## src/rtl/lsu_mem_master.sv

```systemverilog
// Load/store initiator between the RV32I datapath and a word-organised data memory.
// One request in flight; builds lanes/enables for stores, extracts and extends loads.
module lsu_mem_master #(
   parameter int DM_ADDRESS = 9,
   parameter int DATA_W     = 32,
   parameter int RD_LATENCY = 1
) (
   input  logic                  clk,
   input  logic                  reset,
   input  logic                  req_valid,
   output logic                  req_ready,
   input  logic                  MemRead,
   input  logic                  MemWrite,
   input  logic [2:0]            Funct3,
   input  logic [31:0]           addr,
   input  logic [DATA_W-1:0]     wd,
   output logic                  resp_valid,
   output logic                  resp_err,
   output logic [DATA_W-1:0]     rdata,
   output logic [DM_ADDRESS-1:0] mem_addr,
   output logic [DATA_W-1:0]     mem_wdata,
   output logic [3:0]            mem_wr,
   input  logic [DATA_W-1:0]     mem_rdata
);

   typedef enum logic [1:0] {S_IDLE, S_ISSUE, S_WAIT, S_RESP} state_t;

   localparam logic [2:0] LAT = 3'(RD_LATENCY);

   state_t            state, state_nx;
   logic              accept, is_load, is_store, req_err, legal_acc;
   logic [3:0]        st_mask;
   logic [DATA_W-1:0] st_data;
   logic              load_q, err_q;
   logic [2:0]        f3_q;
   logic [1:0]        off_q;
   logic [2:0]        cnt_q;
   logic [7:0]        ld_byte;
   logic [15:0]       ld_half;
   logic [DATA_W-1:0] ld_ext;
   logic              unused_addr_hi;

   assign unused_addr_hi = ^addr[31:DM_ADDRESS];

   assign is_load   = MemRead;
   assign is_store  = MemWrite && !MemRead;
   assign accept    = req_valid && req_ready;
   assign legal_acc = (is_load || is_store) && !req_err;

   // Request decode: legality, byte-lane enables and lane-replicated store data.
   // NOTE: every signal gets a default first so no path through the case infers a latch.
   always_comb begin
      req_err = 1'b0;
      st_mask = 4'b0000;
      st_data = wd;
      if (is_load) begin
         case (Funct3)
            3'b000, 3'b100: req_err = 1'b0;
            3'b001, 3'b101: req_err = addr[0];
            3'b010:         req_err = |addr[1:0];
            default:        req_err = 1'b1;
         endcase
      end else if (is_store) begin
         case (Funct3)
            3'b000: begin
               st_mask = 4'b0001 << addr[1:0];
               st_data = {4{wd[7:0]}};
            end
            3'b001: begin
               req_err = addr[0];
               st_mask = 4'b0011 << addr[1:0];
               st_data = {2{wd[15:0]}};
            end
            3'b010: begin
               req_err = |addr[1:0];
               st_mask = 4'b1111;
            end
            default: req_err = 1'b1;
         endcase
      end
   end

   always_comb begin
      ld_byte = mem_rdata[{off_q, 3'b000} +: 8];
      ld_half = mem_rdata[{off_q[1], 4'b0000} +: 16];
      case (f3_q)
         3'b000:  ld_ext = {{24{ld_byte[7]}}, ld_byte};
         3'b100:  ld_ext = {24'b0, ld_byte};
         3'b001:  ld_ext = {{16{ld_half[15]}}, ld_half};
         3'b101:  ld_ext = {16'b0, ld_half};
         default: ld_ext = mem_rdata;
      endcase
   end

   // NOTE: sequential state uses non-blocking assignments so every register samples pre-edge values.
   always_ff @(posedge clk or posedge reset) begin
      if (reset) state <= S_IDLE;
      else       state <= state_nx;
   end

   always_comb begin
      state_nx   = state;
      req_ready  = 1'b0;
      resp_valid = 1'b0;
      resp_err   = 1'b0;
      case (state)
         S_IDLE: begin
            req_ready = 1'b1;
            if (accept) state_nx = legal_acc ? S_ISSUE : S_RESP;
         end
         S_ISSUE: state_nx = load_q ? S_WAIT : S_RESP;
         S_WAIT:  if (cnt_q == 3'd1) state_nx = S_RESP;
         S_RESP: begin
            resp_valid = 1'b1;
            resp_err   = err_q;
            state_nx   = S_IDLE;
         end
         default: state_nx = S_IDLE;
      endcase
   end

   // mem_wr is a one-cycle strobe: loaded at accept, cleared on every other edge.
   always_ff @(posedge clk or posedge reset) begin
      if (reset) begin
         mem_addr  <= '0;
         mem_wdata <= '0;
         mem_wr    <= 4'b0000;
         rdata     <= '0;
         load_q    <= 1'b0;
         err_q     <= 1'b0;
         f3_q      <= 3'b000;
         off_q     <= 2'b00;
         cnt_q     <= 3'd0;
      end else begin
         mem_wr <= 4'b0000;
         if (accept) begin
            load_q <= is_load;
            err_q  <= req_err;
            f3_q   <= Funct3;
            off_q  <= addr[1:0];
            if (legal_acc) begin
               mem_addr  <= {addr[DM_ADDRESS-1:2], 2'b00};
               mem_wdata <= st_data;
               mem_wr    <= st_mask;
            end
         end
         if (state == S_ISSUE)     cnt_q <= LAT;
         else if (state == S_WAIT) cnt_q <= cnt_q - 3'd1;
         if (state == S_WAIT && cnt_q == 3'd1) rdata <= ld_ext;
      end
   end

endmodule
```

## config.mk

```make
export PLATFORM = sky130hd
export DESIGN_NAME = lsu_mem_master
export DESIGN_NICKNAME = d
export VERILOG_FILES = /design/src/rtl/lsu_mem_master.sv
export SDC_FILE = /design/constraint.sdc
export NUM_CORES = 1
export LEC_CHECK = 0
export CORE_MARGIN = 2
export CORE_UTILIZATION = 48
export CTS_BUF_LIST = sky130_fd_sc_hd__clkbuf_4 sky130_fd_sc_hd__clkbuf_8
export DETAILED_ROUTE_END_ITERATION = 16
export PLACE_DENSITY = 0.88
export RECOVER_POWER = 25
export SETUP_SLACK_MARGIN = 0.3
export SYNTH_ARGS = -nofsm -noshare
export SYNTH_HDL_FRONTEND = slang
export SYNTH_SLANG_ARGS = --single-unit
export TNS_END_PERCENT = 100
```

## constraint.sdc

```tcl
create_clock -name clk -period 4.39 [get_ports clk]
set_input_delay 0.878 -clock clk [delete_from_list [all_inputs] [get_ports clk]]
set_output_delay 0.878 -clock clk [all_outputs]
set_load 0.01 [all_outputs]
```

run_1/flops_by_reg.png
Drawn at 3 px/µm.
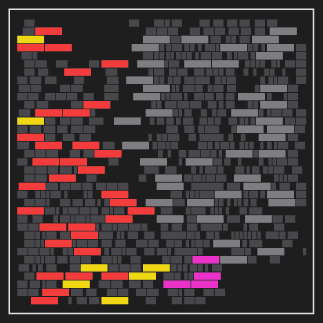
[magenta] `mem_wr` | placed flops: 4
[yellow] `mem_addr` | placed flops: 7
[red] `mem_wdata` | placed flops: 32
register area: 2180 µm²
final standard cell utilization of the core: 68.8%
share of cell area taken by flip-flops and latches: 34.4%
power in sequential cells: 1.46 mW

run_1/io_fan.png
Drawn at 4 px/µm.
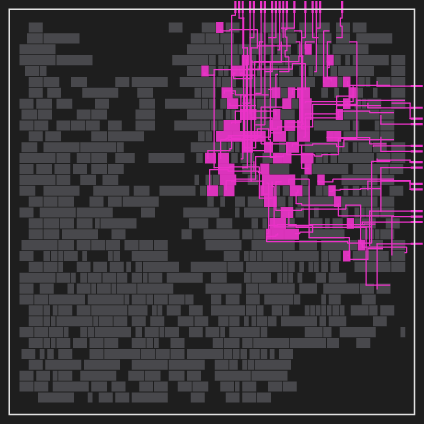
[magenta] `mem_rdata` | bits: 32 | direction: input | edge: 18 top, 14 right | end cells: 63 | buffers: 32 | wire: 1620 µm
Boundary Pins: 184
number of port buffers: 158

run_1/congestion.png
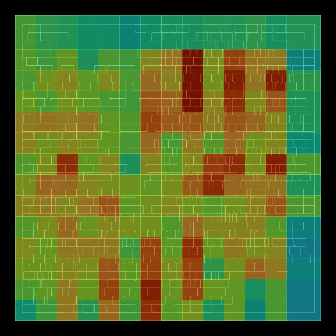
global routing's busiest layer: met2
routing usage on met2: 38.6%

==> run notes, run 1 <==
## GRT
• 19.1 mm — wire length of the first global-routing pass
• 0 — sum of overflow across all layers after global routing
• 7.84% — fraction of met3 tracks used by global routing
• 3901 — vias in the first global route
• 41 — maximum number of pins on one net before global-route repair

## Flow run
• 1 — Max-Cap Viols

## Setup path
• in2async — worst setup path category
• input port — startpoint type of the worst setup path
• 3.28 ns — worst path arrival time
• 5 — Worst Reg-to-Reg Cells
• async pin — sort of element at the end of the critical path

## Power
• 14.6% — share of total power in the clock network
• 3.95 mW — power consumption
• 2.52 mW — P_int

## Timing
• 0 — number of slew-limit violations in the final report
• 1.47 ns — Slew @ Worst Pin
• 0.333 GHz — top achievable clock speed
• 0.0148 ns — Worst Skew
• 3.00 ns — minimum clock period

## Floorplanning
• 101 µm — Die W
• 10200 µm² — Die Size
• 49.0% — starting density of the core
• 9200 µm² — core area

## Detailed routing
• 0 — drc violations
• 152 — detailed router's first-iteration violation count
• 5.57 — average via count per standard cell

## Yosys
• dfrtp_1 — largest area contributor in the synthesized netlist
• 435 — ys cells
• 100% — share of flip-flops with an asynchronous set or reset after synthesis
• 0 — number of enable flip-flop cells
• 87 — Yosys reg bits
• 4510 µm² — chip area line of the yosys report
• 48.3% — area share of the leading cell type in the synthesized netlist

## Outcome
• max-capacitance violations — violated checks
• finished with violations — run status

## Placement
• 9.01 mm — DP HPWL

## Finish
• 0 — diode insertion count for antenna repair
• 693 — layout net count

## CTS
• 0.36 ns — worst skew pair latency
• 9 — number of buffers inserted during clock tree synthesis

-- run 1: layout by cell type, fill, tap and decap left out, types with 2 or more instances in the layout --
cell type,netlist,final
mux2_2,45,45
nor2_1,9,9
nor3_1,2,2
nand2b_1,5,5
clkbuf_8,0,10
nand3_1,33,33
ha_1,6,6
and3b_1,8,8
a211oi_1,3,3
conb_1,1,2
clkinvlp_4,0,3
a21oi_1,19,19
o21a_1,2,2
dfrtp_1,87,87
o22a_1,2,2
clkdlybuf4s50_1,0,156
mux2i_1,24,24
inv_1,24,23
or3_1,6,6
nand2_1,48,48
nand3b_1,9,9
a211o_1,6,6
o21ai_0,44,44
dlygate4sd3_1,0,2
buf_4,3,5
-- run 1: layer usage --
metal	vias to the layer above	part of all wire, %
li1	1828	-
met1	1873	41
met2	161	48
met3	29	8.2
met4	0	2.6
met5	-	0
-- run 1: final cells by class --
type	count	area [µm²]
fill	687	2870
inverter	25	95.1
sequential	87	2180
timing repair buffer	164	1620
tap	111	139
clock buffer	11	145
clock inverter	5	57.6
multi-input combinational	296	2090
-- run 1: worst max-delay path, stage by stage --
cell	delay [ns]
dlygate4sd3_1	0.54
clkinvlp_2	0.86
clkbuf_1	0.97
-- run 1: cell families after synthesis --
group	Yosys count	share of synthesized area, %
simple gates	129	15.4
compound gates	89	11.8
flops	87	48.3
mux	70	17.1
buf+inv	53	5.66
fa+ha+maj	6	1.66
other cells	1	0.0831
-- run 1: sequential cells by signal, summed over array words and instances (netlist names) --
name and count:
mem_wdata 32, err_q 1, cnt_q 3, load_q 1
rdata 32, off_q 2, state 2, mem_wr 4
f3_q 3, mem_addr 7
-- run 1: power groups by stage --
stage | Combinational, mW | Clock, mW | Sequential, mW
2_1_floorplan | 0.886 | 0 | 1.54
3_3_place_gp | 1.84 | 0 | 1.45
3_5_place_dp | 1.91 | 0 | 1.48
4_1_cts | 1.92 | 0.583 | 1.47
5_1_grt | 2.09 | 0.623 | 1.51
6_report | 1.91 | 0.576 | 1.46
-- run 1: final timing paths --
check	from	end	slack, ns
hold / removal	load_q	load_q	0.49
setup / recovery	reset	rdata[5]	1.39
max in group clk	Funct3[2]	mem_wdata[2]	1.42
min in group asynchronous	reset	rdata[11]	1.30
setup reg to reg	state[0]	rdata[31]	1.80
hold reg to reg	load_q	load_q	0.49
-- run 1: through the flow --
| step | setup WS [ns] | cell area, µm² |
|---|---|---|
| 5_1_grt | 0.872 | 6330 |
| 3_5_place_dp | 1.07 | 6130 |
| 2_1_floorplan | 1.26 | 4510 |
| 3_3_place_gp | 1.12 | 6130 |
| 6_report | 1.39 | 6330 |
| 4_1_cts | 1.43 | 6330 |
run_1/wires.png
Drawn at 4 px/µm.
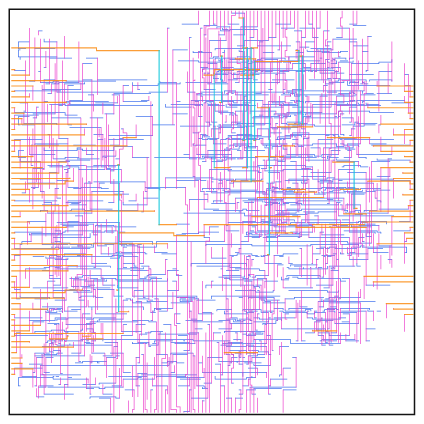

==> run 2, diff against run 1 <==
CORE_UTILIZATION = 40   (was 48)
PLACE_DENSITY = 0.78   (was 0.88)
clock period = 2.4 ns   (was 4.39 ns; I/O delays follow)
run_2/wires.png
Drawn at 3 px/µm.
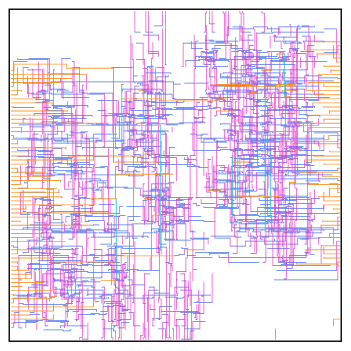
[orange] metal 3 | wire length: 1450 µm
[magenta] metal 2 | wire length: 5920 µm
[blue] metal 1 | wire length: 5070 µm
[cyan] metal 4 | wire length: 282 µm

==> run notes, run 2 <==
## Floorplanning
• 10900 µm² — core area, +19%
• 110 µm — Die W, +9.2%
• 41.2% — starting density of the core, -7.8 points
• 12100 µm² — Die Size, +19%

## Yosys
• 4510 µm² — chip area line of the yosys report, unchanged
• 48.3% — area share of the leading cell type in the synthesized netlist, unchanged

## Placement
• 9.53 mm — DP HPWL, +5.7%
• 158 — number of port buffers, unchanged
• 6390 µm² — area post-placement, +4.3%

## Flow run
• 0 — Max-Cap Viols, -1

## Setup path
• 2.28 ns — worst path arrival time, -1.00 ns
• in2reg — worst setup path category

## Finish
• 61.1% — final standard cell utilization of the core, -7.6 points
• mem_wdata (32), rdata (32), mem_addr (7) — registers with the highest flip-flop counts

## Timing
• 0.360 ns — worst setup margin, -1.03 ns
• 0.490 GHz — top achievable clock speed
• 2.04 ns — minimum clock period

## CTS
• 0.36 ns — worst skew pair latency, about the same

## GRT
• 20.0 mm — wire length of the first global-routing pass, +4.6%

## Outcome
• finished, final reports clean — run status

## Detailed routing
• 0 — drc violations, unchanged

-- run 2: cell types whose count changed in the layout (fill, tap and decap cells not counted), moves of 3 or more --
cell	change
clkinvlp_4	-3
dlygate4sd2_1	+5
clkbuf_2	+3
buf_12	+3
buf_4	+19
buf_6	+3
clkdlybuf4s50_1	-5
-- run 2: path summary, 6_finish.rpt --
path | to | cells past startpoint | slack [ns] | start
worst min-delay path | rdata[3] | 2 | 0.50 | rdata[3]
worst max-delay path | mem_wdata[5] | 7 | 0.36 | addr[1]
max in group asynchronous | mem_wdata[5] | 3 | 0.58 | reset
min in group asynchronous | mem_wdata[10] | 2 | 0.69 | reset
worst min register to register | rdata[3] | 2 | 0.50 | rdata[3]
worst max register to register | mem_wdata[5] | 8 | 0.40 | state[0]
-- run 2: worst max-delay path: stages --
cell,delay (ns)
dlygate4sd2_1,0.28
nor4_4,0.39
o21ai_2,0.12
a211oi_4,0.28
buf_6,0.14
bufbuf_16,0.26
mux2_2,0.33
-- run 2: layout make-up --
type,instances,area [µm²]
Clock buffer,11,139
Clock inverter,5,57.6
Fill cell,927,4250
Inverter,25,95.1
Multi-Input combinational cell,296,2110
Sequential cell,87,2180
Tap cell,140,175
Timing Repair Buffer,193,1930
-- run 2: power breakdown --
part	switching, mW	internal (mW)
combinational	1.64	2.08
sequential	0.489	2.16
clock	0.537	0.508
-- run 2: layer usage --
metal / routed length [µm] / track usage [%]
met5: 0 / 0
met4: 282 / 7.59
met3: 1450 / 9.47
met2: 5920 / 36.5
met1: 5070 / 24.4
-- run 2: cell families (layout without fill, tap and decap cells) --
logic type / Yosys count / count (layout) / synth area share (%)
AND-OR/OR-AND: 89 / 89 / 11.8
adder cells (fa/ha/maj): 6 / 6 / 1.66
buffers and inverters: 53 / 234 / 5.66
flip-flops: 87 / 87 / 48.3
multiplexers: 70 / 70 / 17.1
other: 1 / 2 / 0.0831
AND/OR/NAND/NOR: 129 / 129 / 15.4
-- run 2: repair_timing --
item	4_1_cts	5_1_grt
setup buffers	4	1
cloned	2	0
pin swaps	0	4
setup endpoints to repair	38	30
resized	11	9
run_2/flops_by_reg.png
Drawn at 2 px/µm.
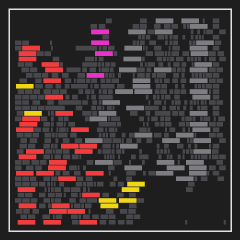

==> run 3, diff against run 2 <==
CORE_UTILIZATION = 45   (was 40)
PLACE_DENSITY = 0.83   (was 0.78)
clock period = 2.05 ns   (was 2.4 ns; I/O delays follow)
run_3/flops_by_reg.png
Drawn at 3 px/µm.
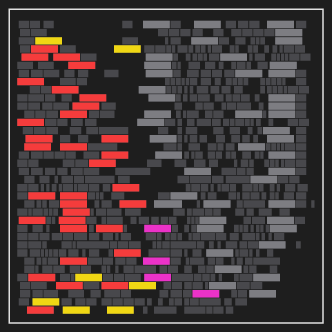
[red] `mem_wdata` | placed flops: 32
[yellow] `mem_addr` | placed flops: 7
[magenta] `mem_wr` | placed flops: 4 | where: bottom centre

==> run notes, run 3 <==
## Timing
• 1.77 ns — minimum clock period
• 0.567 GHz — top achievable clock speed
• 0 ns — total negative slack
• 0 — count of endpoints failing hold in the final timing report

## Worst hold path
• 2 — number of cells on the worst hold path, unchanged

## Yosys
• 4510 µm² — chip area line of the yosys report, unchanged
• 15.4% — post-synthesis simple-gate area fraction, unchanged
• 11.8% — complex-gate fraction of the synthesized area, unchanged
• 48.3% — area share of the leading cell type in the synthesized netlist, unchanged
• multiplexers — Top non-seq family
• 0% — XOR/XNOR Fraction of Synth Area, unchanged
• 1.66% — Adder Share, Synth, unchanged
• 17.1% — multiplexer area fraction after synthesis, unchanged
• dfrtp_1, nand2_1, mux2_2, o21ai_0, nand3_1 — leading post-synthesis cells by instance count

## Setup path
• buf_6, inv_4, ha_4, nand2_4, a211oi_4, buf_12, buf_12, mux2_2 — critical-path cell list
• reg2reg — worst setup path category
• buf_12 — cell type with the highest occurrence count on the critical path
• 8 — cell depth of the worst setup path, +1
• buffers and inverters — critical path's top delay family

## Floorplanning
• 9730 µm² — core area, -11%
• 46.4% — starting density of the core, +5.1 points
• 104 µm — Die W, -5.5%

## Finish
• mem_wdata (32), rdata (32), mem_addr (7) — registers with the highest flip-flop counts
• 2210 µm² — Multi-input gate area, +4.7%
• 2180 µm² — register area, about the same
• 722 — Filler Cells Inserted, -22%
• 71.5% — final standard cell utilization of the core, +10 points

## Detailed routing
• 1.00 mm — met3 WL post-DR, -31%
• 0 — drc violations, unchanged
• met4 — topmost layer with routed signal wires

## Placement
• 9.06 mm — DP HPWL, -4.9%

## Flow run
• 0 — Max-Cap Viols, unchanged

## Outcome
• finished, final reports clean — run status

## GRT
• 21.3 mm — wire length of the first global-routing pass, +6.3%

-- run 3: cells by family (layout without fill, tap and decap cells) --
family	count (synthesis)	after routing
DFF	87	87
other	1	2
and+or+nand+nor	129	129
adders and majority gates	6	6
AOI/OAI and AO/OA	89	89
buffers and inverters	53	245
muxes	70	70
-- run 3: final timing paths --
path | startpoint | end | slack [ns]
worst max-delay path | state[0] | mem_wdata[4] | 0.28
worst min-delay path | err_q | err_q | 0.48
worst max register to register | state[0] | mem_wdata[4] | 0.28
worst min register to register | err_q | err_q | 0.48
max in group asynchronous | reset | off_q[1] | 0.42
min in group asynchronous | reset | cnt_q[2] | 0.85
-- run 3: per-layer routing --
| metal | vias to the layer above | global-route usage, % |
|---|---|---|
| li1 | 1907 | - |
| met1 | 1977 | 28.1 |
| met2 | 171 | 44.0 |
| met3 | 21 | 8.08 |
| met4 | 0 | 8.69 |
| met5 | - | 0 |
-- run 3: area by class of cell --
type                    count  area share (%)
clock inverters             3           0.612
well taps                 133            2.39
inverters                  25            1.44
repair buffers            204            30.1
clock buffers              13            2.30
flip-flops and latches     87            31.3
multi-input cells         296            31.8
-- run 3: where the power goes --
group | total, mW | internal, mW | switching, mW
logic | 4.74 | 2.68 | 2.06
registers | 3.06 | 2.53 | 0.534
clock network | 1.25 | 0.637 | 0.611
total | 9.05 | 5.85 | 3.21
-- run 3: tightest hold or removal path, stage by stage (launching register included) --
cell and delay [ns]:
dfrtp_1 0.34, nand2_1 0.04, o21ai_0 0.06
-- run 3: through the flow --
stage / std cells / worst slack, ns
2_1_floorplan: 436 / 0.240
3_3_place_gp: 727 / -0.341
3_5_place_dp: 727 / -0.493
4_1_cts: 760 / 0.271
5_1_grt: 761 / 0.135
6_report: 761 / 0.285
-- run 3: what timing repair did --
action                                  in CTS  in global routing
pin swaps                                    5                  1
resized                                     43                 29
gates cloned                                 4                  0
endpoints found under the setup margin      47                 75
buffers inserted                            13                  1

==> layout pictures side by side <==
I/O pins on the die edge.
(a)
Drawn at 2 px/µm. Pins as bars across the die edge, other pins in grey.
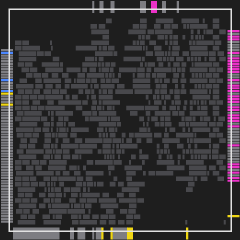
(b)
Drawn at 3 px/µm. Pins as bars across the die edge, other pins in grey.
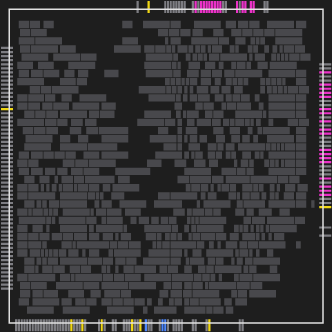
- run 2 = (a)
- run 3 = (b)

Key to (b):
[magenta] `mem_rdata` | pins: 32 | direction: input | edge: 18 right, 14 top
[blue] `Funct3` | pins: 3 | direction: input | edge: bottom
[yellow] `mem_addr` | pins: 9 | direction: output | edge: 6 bottom, 1 right, 1 top, 1 left
all pins by edge: 60 left, 55 bottom, 38 right, 31 top

No activity file was given, so power comes from the tool's default toggle rates.
